Figure 1. Met1 routing (run 1).
Drawn at 3 px/micron. Supply wires on this layer in grey. Cells faint in the background.
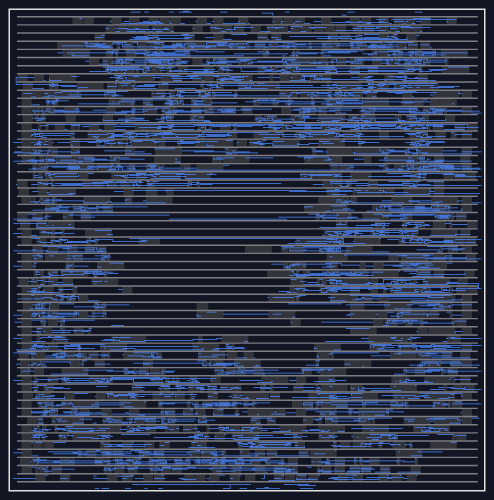
Figure 2. The metal 2 layer (run 1).
Drawn at 3 px/micron.
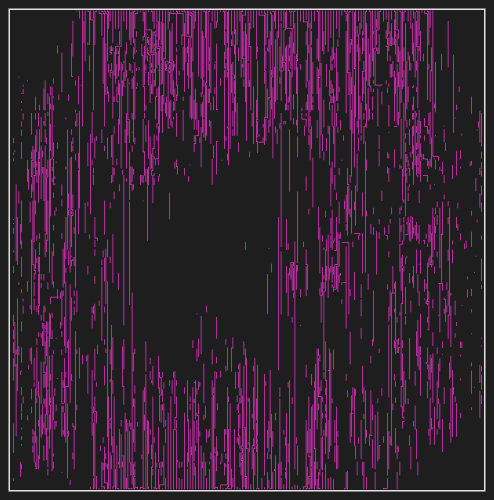
Figure 3. The metal 3 layer (run 1).
Drawn at 4 px/micron. Cells faint in the background.
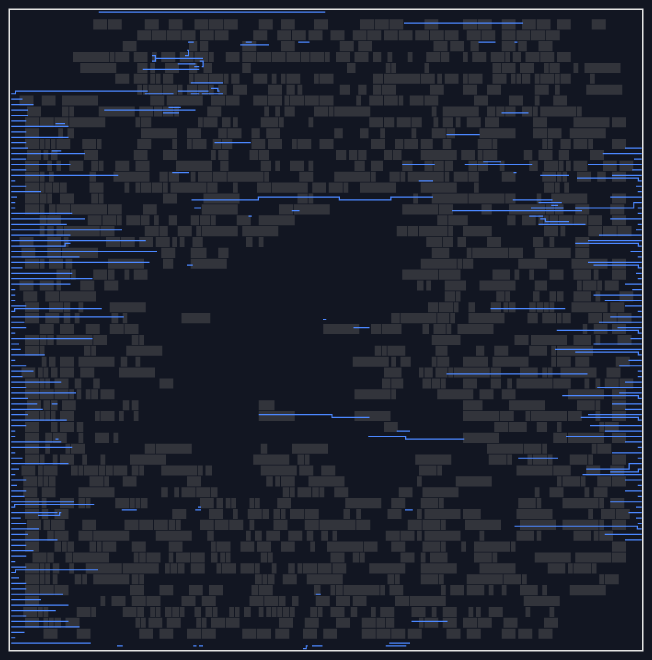
`config.mk`:
```
export PLATFORM = sky130hd
export DESIGN_NAME = div_arbiter
export DESIGN_NICKNAME = d
export VERILOG_FILES = /design/src/rtl/div_arbiter.sv
export SDC_FILE = /design/constraint.sdc
export NUM_CORES = 1
export LEC_CHECK = 0
export CORE_AREA = 2 2 156 158
export CTS_CLUSTER_SIZE = 30
export DETAILED_ROUTE_END_ITERATION = 10
export DIE_AREA = 0 0 158 160
export GPL_TIMING_DRIVEN = 1
export SYNTH_ARGS = -nofsm -noshare
export SYNTH_HDL_FRONTEND = slang
export SYNTH_SLANG_ARGS = --single-unit
```
`constraint.sdc`:
```
create_clock -name clk -period 4.5 [get_ports clk]
set_clock_uncertainty 0.1 [all_clocks]
set_input_delay 0.45 -clock clk [delete_from_list [all_inputs] [get_ports clk]]
set_output_delay 0.45 -clock clk [all_outputs]
set_load 0.01 [all_outputs]
```
`src/rtl/div_arbiter.sv`:
```
// Round-robin front end that shares one sequential divider between NUM_REQ requesters.
// Zero denominators are answered locally with an all-ones quotient and never reach the divider.
module div_arbiter #(
    parameter int WIDTH   = 32,
    parameter int NUM_REQ = 4
) (
    input  logic                     clk,
    input  logic                     rst,
    input  logic [NUM_REQ-1:0]       req_valid,
    input  logic [NUM_REQ*WIDTH-1:0] req_numerator,
    input  logic [NUM_REQ*WIDTH-1:0] req_denominator,
    output logic [NUM_REQ-1:0]       req_ready,
    output logic [NUM_REQ-1:0]       resp_valid,
    output logic [WIDTH-1:0]         resp_quotient,
    output logic                     busy,
    output logic                     div_start,
    output logic [WIDTH-1:0]         div_numerator,
    output logic [WIDTH-1:0]         div_denominator,
    input  logic [WIDTH-1:0]         div_quotient,
    input  logic                     div_finished
);

    localparam int ID_W = $clog2(NUM_REQ);

    typedef enum logic [1:0] {
        IDLE,
        ISSUE,
        WAIT,
        RESP
    } state_t;

    state_t          state;
    state_t          state_next;
    logic [ID_W-1:0] rr_ptr;
    logic [ID_W-1:0] gnt_id;

    logic            gnt_found;
    logic [ID_W-1:0] gnt_idx;
    logic [ID_W:0]   cand;
    logic [WIDTH-1:0] sel_num;
    logic [WIDTH-1:0] sel_den;
    logic [ID_W-1:0] rr_ptr_next;

    // Round-robin search: first pending requester at or above rr_ptr, wrapping
    // modulo NUM_REQ (which need not be a power of two, hence the extra bit).
    // NOTE: every variable assigned in always_comb gets a default first so no
    // path leaves it unassigned, which would otherwise infer a latch.
    always_comb begin
        gnt_found = 1'b0;
        gnt_idx   = '0;
        cand      = '0;
        for (int k = 0; k < NUM_REQ; k++) begin
            cand = {1'b0, rr_ptr} + (ID_W+1)'(k);
            if (cand >= (ID_W+1)'(NUM_REQ)) begin
                cand = cand - (ID_W+1)'(NUM_REQ);
            end
            if (!gnt_found && req_valid[cand[ID_W-1:0]]) begin
                gnt_found = 1'b1;
                gnt_idx   = cand[ID_W-1:0];
            end
        end
    end

    always_comb begin
        sel_num = '0;
        sel_den = '0;
        for (int i = 0; i < NUM_REQ; i++) begin
            if (gnt_idx == ID_W'(i)) begin
                sel_num = req_numerator[i*WIDTH +: WIDTH];
                sel_den = req_denominator[i*WIDTH +: WIDTH];
            end
        end
    end

    assign rr_ptr_next = (gnt_idx == ID_W'(NUM_REQ-1)) ? '0 : gnt_idx + ID_W'(1);

    // Next-state logic. A finished seen during ISSUE may be left over from the
    // previous operation, so only WAIT looks at it.
    always_comb begin
        state_next = state;
        case (state)
            IDLE:    if (gnt_found) state_next = (sel_den == '0) ? RESP : ISSUE;
            ISSUE:   state_next = WAIT;
            WAIT:    if (div_finished) state_next = RESP;
            RESP:    state_next = IDLE;
            default: state_next = IDLE;
        endcase
    end

    assign req_ready = (state == IDLE && gnt_found) ? (NUM_REQ'(1) << gnt_idx) : '0;
    assign busy      = (state != IDLE);

    // NOTE: sequential state is written with non-blocking assignments only, so
    // every flop samples the pre-edge values regardless of block ordering.
    always_ff @(posedge clk or posedge rst) begin
        if (rst) begin
            state <= IDLE;
        end else begin
            state <= state_next;
        end
    end

    // NOTE: this block holds only a handful of control/data flops and no
    // memories, so every one of them is reset; an abandoned divide leaves no trace.
    always_ff @(posedge clk or posedge rst) begin
        if (rst) begin
            rr_ptr          <= '0;
            gnt_id          <= '0;
            div_start       <= 1'b0;
            div_numerator   <= '0;
            div_denominator <= '0;
            resp_valid      <= '0;
            resp_quotient   <= '0;
        end else begin
            div_start  <= 1'b0;
            resp_valid <= '0;
            case (state)
                IDLE: begin
                    if (gnt_found) begin
                        div_numerator   <= sel_num;
                        div_denominator <= sel_den;
                        gnt_id          <= gnt_idx;
                        rr_ptr          <= rr_ptr_next;
                        if (sel_den == '0) begin
                            resp_quotient <= '1;
                            resp_valid    <= NUM_REQ'(1) << gnt_idx;
                        end else begin
                            div_start <= 1'b1;
                        end
                    end
                end
                WAIT: begin
                    if (div_finished) begin
                        resp_quotient <= div_quotient;
                        resp_valid    <= NUM_REQ'(1) << gnt_id;
                    end
                end
                default: ;
            endcase
        end
    end

`ifndef SYNTHESIS
    a_ready_onehot: assert property (@(posedge clk) disable iff (rst) $onehot0(req_ready));
    a_resp_onehot:  assert property (@(posedge clk) disable iff (rst) $onehot0(resp_valid));
    a_start_issue:  assert property (@(posedge clk) disable iff (rst) div_start |-> state == ISSUE);
`endif

endmodule

```
==> metrics.csv, run 1 <==
metric,value,unit
Cell Type Count,41,
cts hold-fix bufs,0,
GR peak layer,met2,
H-Tree Depth,3,
met2 Resource Use GR,0.346,
Setup-failing EPs final,0,
largest registers,"div_denominator x32, div_numerator x32, resp_quotient x32",
GR Util met3,0.0551,
Power Sequential,0.00166,W
detail-routed via count per cell,4.84,
Place WS,85.4,ps
Mapped Cells,805,
vias in the first global route,7264,
NumNets Final,1471,
Post-Syn Area,6620,sq um
hold depth,2,
DRC,0,
setup TNS,0,ps
FF-to-FF setup slack,640,ps
routed wire length,27.1,mm
Clk. pwr,0.000803,W
Ports,401,
Init Core Util,0.278,
maximum VDD drop,238,uV
critical path peak fanout,56,
initial antenna violation count,0,
combinational power,0.00424,W
largest net degree at the start of global routing,104,
Sw Share,0.429,
Hold Path Class,register to register,
Synth area leaders,"dfrtp_1 (40%), nand2_1 (11%), nor2_1 (5.7%)",
reg2reg start,rr_ptr[1],
CTS-repair resized insts,0,
Worst Path Arrival,3660,ps
Buf/Inv on CP,5,
"Reg clk slew, reported paths",80,ps
initial drt markers,333,
WL met2,12.8,mm
cell total in the yosys stat output,805,
Setup WS post-layout,286,ps
Die Ht,160,microns
CP required,3950,ps
layout cell share with drive strength beyond 1,0.0698,
hold path startpoint,div_denominator[2],
Pint,0.00383,W
met3 WL,2.03,mm
Final Hold Vio Count,0,
Yosys top cell by area,dfrtp_1,
fmax,237,MHz
Slew HR,0.189,
Longest Clk Path Bufs,2,
grt total ovfl,0,
Overall Power,0.00670,W
cell area power density,596,nW/um^2
Yosys Warn Count,0,
part of the power in combinational logic,0.633,
GPL Wtd Cong,0.884,
leakage,4.72,nW
Metal-1 WL,11.5,mm
root buf cell,clkbuf_16,
Top cells excl fill/tap,"clkdlybuf4s50_1 (400), nand2_1 (197), dfrtp_1 (107)",
ANT nets after route,0,
Period minus WS final,4210,ps
grt met1 use,0.264,
status,"complete, no violations",
diode count,0,
critical-path cell with the highest stage delay,buf_4,
Back to the opening pictures, Figure 1:
The longest straight run is 95.2 microns. 1275 nets have wire on it.

Back to the opening pictures, Figure 2:
The layer holds 47% of the routed length. The layer carries 12800 microns of wire. The wires run mostly vertical. 1193 nets have wire on it. The longest straight run is 75.8 microns.

Back to the opening pictures, Figure 3:
225 nets have wire on it. The layer holds 7.5% of the routed length. The longest straight run is 56.4 microns. The wires run mostly horizontal.

-- run 1: metrics by stage --
step,instance area (sq um),std cells
floorplan,6620,805
global placement,10900,1483
detailed placement,10900,1483
CTS,11200,1499
global route,11200,1499
finish,11200,1499
-- run 1: area by class of cell --
class,instances,area (sq um)
timing repair buffer,424,4250
clock buffer,10,239
fill,2357,12600
sequential,107,2680
tap,324,405
inverter,11,43.8
multi-input combinational,617,3570
clock inverter,6,55.1
-- run 1: Yosys cell counts, types with 2 or more instances --
cell type	n
o211a_1	32
nand2b_1	2
buf_2	9
a22oi_2	30
dfrtp_1	107
buf_6	7
nor2_1	101
and2_1	5
a21oi_1	36
o31ai_1	32
o21ai_0	68
mux2i_1	33
nor4_1	5
nand2_1	197
buf_1	6
a22oi_1	2
ha_1	6
clkbuf_1	41
o22ai_1	48
a21o_1	2
inv_1	10
buf_4	7
-- run 1: how the worst max path moves through the flow --
stage / start / to / slack, ps / cells after the start
after floorplan: rst / div_denominator[0] / 1130 / 1
after global placement: req_valid[3] / resp_quotient[31] / 180 / 15
after detailed placement: req_valid[0] / resp_quotient[31] / 90 / 15
after CTS: req_valid[3] / req_ready[1] / 300 / 10
after global routing: req_valid[3] / req_ready[1] / 20 / 10
final: req_valid[3] / req_ready[1] / 290 / 10
-- run 1: kinds of logic (layout without fill, tap and decap cells) --
| kind of cell | after synthesis | after routing | share of synthesized area |
|---|---|---|---|
| adder cells (fa/ha/maj) | 6 | 6 | 0.0113 |
| multiplexers | 33 | 33 | 0.0499 |
| buffers and inverters | 81 | 451 | 0.0596 |
| flip-flops | 107 | 107 | 0.405 |
| AND/OR/NAND/NOR | 318 | 318 | 0.191 |
| AND-OR/OR-AND | 260 | 260 | 0.284 |
Figure 4. Routing congestion map (run 1).
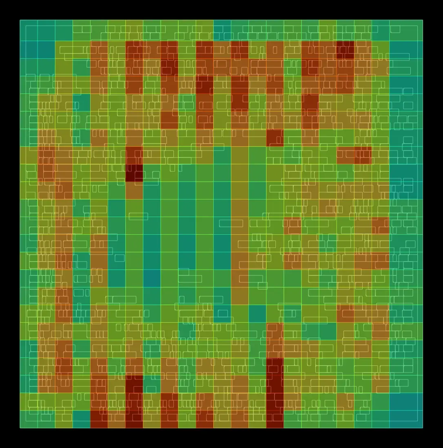

==> run 1 -> run 2 <==
==> config.mk (replaced) <==
export PLATFORM = sky130hd
export DESIGN_NAME = div_arbiter
export DESIGN_NICKNAME = d
export VERILOG_FILES = /design/src/rtl/div_arbiter.sv
export SDC_FILE = /design/constraint.sdc
export NUM_CORES = 1
export LEC_CHECK = 0
export CELL_PAD_IN_SITES_DETAIL_PLACEMENT = 0
export CELL_PAD_IN_SITES_GLOBAL_PLACEMENT = 2
export CORE_MARGIN = 2
export CORE_UTILIZATION = 20
export CTS_CLUSTER_DIAMETER = 60
export DETAILED_ROUTE_END_ITERATION = 10
export GPL_TIMING_DRIVEN = 1
export PLACE_DENSITY_LB_ADDON = 0.1
export SYNTH_ARGS = -nofsm -noshare
export SYNTH_HDL_FRONTEND = slang
export SYNTH_SLANG_ARGS = --single-unit
Figure 5. Routing congestion map (run 2).
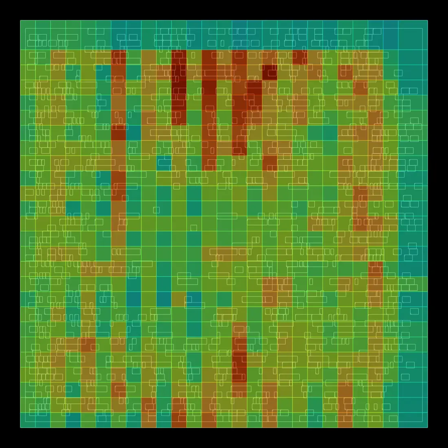
met2 Resource Use GR: 0.264
WL/cell: 18.5 microns

==> run 2 against run 1 <==
Effect of this change:
- cell area increased by 1.6%
- cell count increased by 8.2%
- highest routed layer is now met5
- via count decreased by 2.3%
- maximum frequency increased by 0.95%
- clock power increased by 7.2%
- synthesized cell count unchanged
- global-route usage decreased by 4.3 points
- setup slack improved by 40 ps
- first-iteration DRC count decreased by 17%
==> metrics.csv, run 2 <==
metric,value,unit
kind of cell adding the most delay to the critical path,simple AND/OR/NAND/NOR gates,
Highest Signal Layer,met5,
status,"complete, no violations",
Synth area leaders,"dfrtp_1 (40%), nand2_1 (11%), nor2_1 (5.7%)",
largest registers,"div_denominator x32, div_numerator x32, resp_quotient x32",
cell area power density,592,nW/um^2
Buf/Inv on CP,4,
DRC,0,
Least-Margin Pin Slew,897,ps
Setup WS post-layout,326,ps
Final Cycle Share,0.928,
RSZ-0062 raised after global routing,no,
input/output buffers,400,
Longest Clk Path Bufs,2,
first-pass GRT wire length,43.0,mm
NumNets Final,1473,
Worst setup EP type,register,
Post-DP Area,11100,sq um
GR Util met3,0.0628,
Top cells excl fill/tap,"clkdlybuf4s50_1 (400), nand2_1 (197), dfrtp_1 (107)",
Log Warnings,30,
Slew HR,0.402,
Metal-1 WL,12.9,mm
Commonest flop,dfrtp_1,
Period minus WS final,4170,ps
Top-area cell share,0.405,
fillers,3472,
Die Ht,186,microns
top-count cell post-synth,nand2_1,
initial antenna violation count,4,
CP required,4640,ps
grt met1 use,0.207,
CTS-repair resized insts,0,
leakage,4.74,nW
maximum VDD drop,245,uV
Placed Cells incl. Taps,1603,
synth cell count leaders,"nand2_1 (197), dfrtp_1 (107), nor2_1 (101), o21ai_0 (68), o22ai_1 (48)",
cts hold-fix bufs,0,
largest net degree at the start of global routing,91,
Logic cell area,3570,sq um
cell total in the yosys stat output,805,
ANT nets after route,0,
Final Hold Vio Count,0,
Yosys top cell by area,dfrtp_1,
Place WS,-68.1,ps
Cell Type Count,41,
met3 WL,2.90,mm
layout cell share with drive strength beyond 1,0.0714,
critical-path cell with the highest stage delay,clkdlybuf4s50_1,
dpl hpwl,22.6,mm
grt total ovfl,0,
GPL Wtd Cong,0.853,
Flop area,2680,sq um
die width,186,microns
Ports,401,
initial drt markers,277,
H-Tree Depth,3,
CTS sink cnt,107,
TritonCTS buffer count,9,
Worst-Skew Late Latency,360,ps
postcts setup bufs,0,
Hold Path Class,register to register,
Mapped Cells,805,
Init Core Util,0.203,
"Reg clk slew, reported paths",90,ps
Post-Syn Area,6620,sq um
fin area,11400,sq um
Worst Path Arrival,4320,ps
critical path peak fanout,27,
root buf cell,clkbuf_16,
vias in the first global route,7210,
Synth Seq Share,0.405,
GR peak layer,met2,
final std cells w/o fill,1622,
WL met2,13.6,mm
fmax,240,MHz
Total GRT Usage,0.166,
Setup CP Type,input pin to register,
Yosys Warn Count,0,
Setup-failing EPs final,0,
detail-routed via count per cell,4.37,
Figure 6. The metal 2 layer (run 2).
Drawn at 2 px/micron.
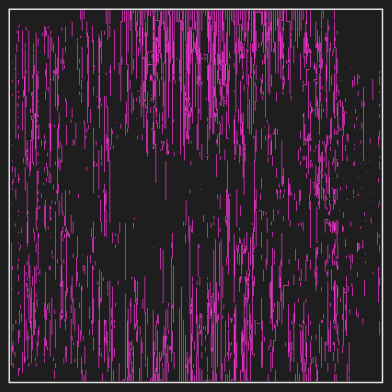
The wires run mostly vertical. 1141 nets have wire on it. The layer holds 46% of the routed length. The longest straight run is 70.4 microns.
vias post-DR: 7085
routed wire length: 29.9 mm

[run 2: final cells by class]
cell class	instances	share of cell area
Antenna cell	3	0.000658
Clock buffer	9	0.0197
Clock inverter	7	0.00778
Inverter	11	0.00395
Multi-Input combinational cell	617	0.313
Sequential cell	107	0.235
Tap cell	442	0.0484
Timing Repair Buffer	426	0.372
[run 2: stage by stage]
step / setup TNS [ps] / power [W] / util / hold slack [ps]
final: 0 / 0.00676 / 0.351 / 379
after floorplan: 0 / 0.00409 / - / 360
after detailed placement: -1190 / 0.00601 / 0.341 / 365
after CTS: 0 / 0.00691 / 0.351 / 383
after global routing: 0 / 0.00734 / 0.351 / 409
after global placement: 0 / 0.00601 / 0.341 / 360
[run 2: where the power goes]
| part | leakage, nW | switching, W | internal [W] | total (W) |
|---|---|---|---|---|
| combinational | 3.28 | 0.00222 | 0.00201 | 0.00423 |
| clock | 0.153 | 0.000456 | 0.000406 | 0.000861 |
| sequential | 1.30 | 0.000255 | 0.00141 | 0.00166 |
| total | 4.74 | 0.00293 | 0.00382 | 0.00676 |
[run 2: kinds of logic after synthesis]
| group | after synthesis | synth area share |
|---|---|---|
| mux | 33 | 0.0499 |
| simple gates | 318 | 0.191 |
| flops | 107 | 0.405 |
| buf+inv | 81 | 0.0596 |
| compound gates | 260 | 0.284 |
| fa+ha+maj | 6 | 0.0113 |
[run 2: path summary, 6_finish.rpt]
kind / startpoint / cells past startpoint / end / slack (ps)
max: req_valid[0] / 14 / resp_quotient[31] / 330
min: div_denominator[6] / 2 / div_denominator[6] / 380
max reg2reg: rr_ptr[1] / 14 / resp_quotient[31] / 460
min reg2reg: div_denominator[6] / 2 / div_denominator[6] / 380
max in group asynchronous: rst / 3 / div_numerator[14] / 2850
min in group asynchronous: rst / 2 / div_numerator[2] / 520
==> run 2 -> run 3 <==
--- a/config.mk
+++ b/config.mk
@@ -11,6 +11,7 @@
 export CORE_UTILIZATION = 20
 export CTS_CLUSTER_DIAMETER = 60
 export DETAILED_ROUTE_END_ITERATION = 10
+export GPL_ROUTABILITY_DRIVEN = 0
 export GPL_TIMING_DRIVEN = 1
 export PLACE_DENSITY_LB_ADDON = 0.1
 export SYNTH_ARGS = -nofsm -noshare
Figure 7. The metal 2 layer (run 3).
Drawn at 2 px/micron.
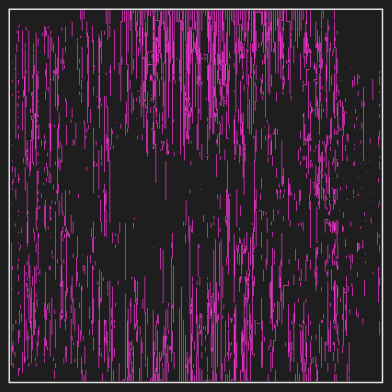
The wires run mostly vertical. The layer carries 13600 microns of wire.

Figure 8. Met1 routing (run 3).
Drawn at 2 px/micron. Supply wires on this layer in grey. Cells faint in the background.
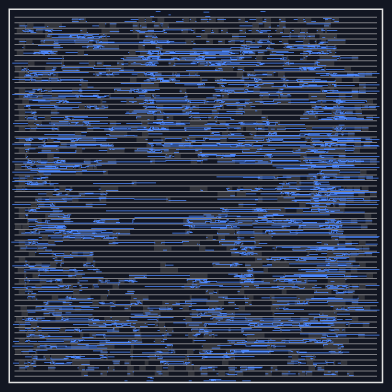
The wires run mostly horizontal. The layer carries 12900 microns of wire. 1237 nets have wire on it. The layer holds 43% of the routed length.

==> run 3 against run 2 <==
Effect of this change:
- die size stayed put
- sequential power about the same
- utilization is the same
- cell count unchanged
- maximum frequency is the same
- power is the same
- critical endpoint unchanged
- largest power group unchanged
==> metrics.csv, run 3 <==
metric,value,unit
CTS-repair resized insts,0,
dpl hpwl,22.6,mm
Clk. pwr,0.000861,W
Buf/Inv on CP,4,
Synth area leaders,"dfrtp_1 (40%), nand2_1 (11%), nor2_1 (5.7%)",
largest registers,"div_denominator x32, div_numerator x32, resp_quotient x32",
Init Core Util,0.203,
Hold Path Class,register to register,
Yosys top cell by area,dfrtp_1,
hold worst-path end,div_denominator[6],
GR Util met3,0.0628,
Sw Share,0.434,
met3 WL,2.90,mm
kind of cell adding the most delay to the critical path,simple AND/OR/NAND/NOR gates,
die width,186,microns
reg2reg start,rr_ptr[1],
fmax,240,MHz
Highest Signal Layer,met5,
first-pass GRT wire length,43.0,mm
fillers,3472,
Least-Margin Pin Slew,897,ps
WL/cell,18.5,microns
grt total ovfl,0,
grt met1 use,0.207,
NumNets Final,1473,
part of the power in combinational logic,0.627,
RSZ-0062 raised after global routing,no,
setup TNS,0,ps
Flop area,2680,sq um
Setup-failing EPs final,0,
r2r worst-path depth,14,
Metal-1 WL,12.9,mm
Top cells excl fill/tap,"clkdlybuf4s50_1 (400), nand2_1 (197), dfrtp_1 (107)",
routed wire length,29.9,mm
Ports,401,
Log Warnings,30,
CTS sink cnt,107,
Final Hold Vio Count,0,
synth cell count leaders,"nand2_1 (197), dfrtp_1 (107), nor2_1 (101), o21ai_0 (68), o22ai_1 (48)",
Setup CP Type,input pin to register,
hold path startpoint,div_denominator[6],
Mapped Cells,805,
vias in the first global route,7210,
largest net degree at the start of global routing,91,
H-Tree Depth,3,
Top-area cell share,0.405,
status,"complete, no violations",
Period minus WS final,4170,ps
Yosys Warn Count,0,
Worst Path Arrival,4320,ps
Reg power frac,0.246,
Commonest flop,dfrtp_1,
GR peak layer,met2,
detail-routed via count per cell,4.37,
worst reg2reg path endpoint,resp_quotient[31],
critical-path cell with the highest stage delay,clkdlybuf4s50_1,
DRC,0,
initial antenna violation count,4,
Placed Cells incl. Taps,1603,
hold depth,2,
Total GRT Usage,0.166,
CP required,4640,ps
Psw,0.00293,W
Longest Clk Path Bufs,2,
vias post-DR,7085,
"Reg clk slew, reported paths",90,ps
input/output buffers,400,
top-count cell post-synth,nand2_1,
Worst-Skew Late Latency,360,ps
postcts setup bufs,0,
met2 Resource Use GR,0.264,
==> run 3: cell counts after synthesis <==
Identical to the previous run, type by type.
==> run 3: logic make-up (layout without fill, tap and decap cells) <==
| logic type | after synthesis | in the layout | synth area share |
|---|---|---|---|
| AND/OR/NAND/NOR | 318 | 318 | 0.191 |
| AND-OR/OR-AND | 260 | 260 | 0.284 |
| flip-flops | 107 | 107 | 0.405 |
| buffers and inverters | 81 | 453 | 0.0596 |
| multiplexers | 33 | 33 | 0.0499 |
| adder cells (fa/ha/maj) | 6 | 6 | 0.0113 |
| other | 0 | 3 | 0 |
==> run 3: area by class of cell <==
cell class | count | area share
timing repair buffer | 426 | 0.372
clock buffer | 9 | 0.0197
antenna | 3 | 0.000658
sequential | 107 | 0.235
multi-input combinational | 617 | 0.313
clock inverter | 7 | 0.00778
tap | 442 | 0.0484
inverter | 11 | 0.00395
==> run 3: how the worst max path moves through the flow <==
stage | from | depth (start not counted) | to
2_1_floorplan | rst | 1 | div_denominator[0]
3_3_place_gp | req_valid[3] | 15 | resp_quotient[31]
3_5_place_dp | req_valid[0] | 14 | resp_quotient[31]
4_1_cts | req_valid[3] | 10 | req_ready[1]
5_1_grt | req_valid[0] | 14 | resp_quotient[31]
6_report | req_valid[0] | 14 | resp_quotient[31]
==> run 3: per-stage QoR <==
stage                     cell area (sq um)  total power (W)   util  setup WS [ps]  hold WS, ps
after global placement                11100          0.00601  0.341           22.4          360
after floorplan                        6620          0.00409      -           1130          360
after global routing                  11400          0.00734  0.351            100          409
after CTS                             11400          0.00691  0.351            289          383
after detailed placement              11100          0.00601  0.341          -68.1          365
final                                 11400          0.00676  0.351            326          379
==> run 3: tightest hold or removal path: stages (launching register included) <==
cell and delay (ps):
dfrtp_1 350, nand2_1 50, o31ai_1 50
Power is estimated from default activity; no workload was simulated.
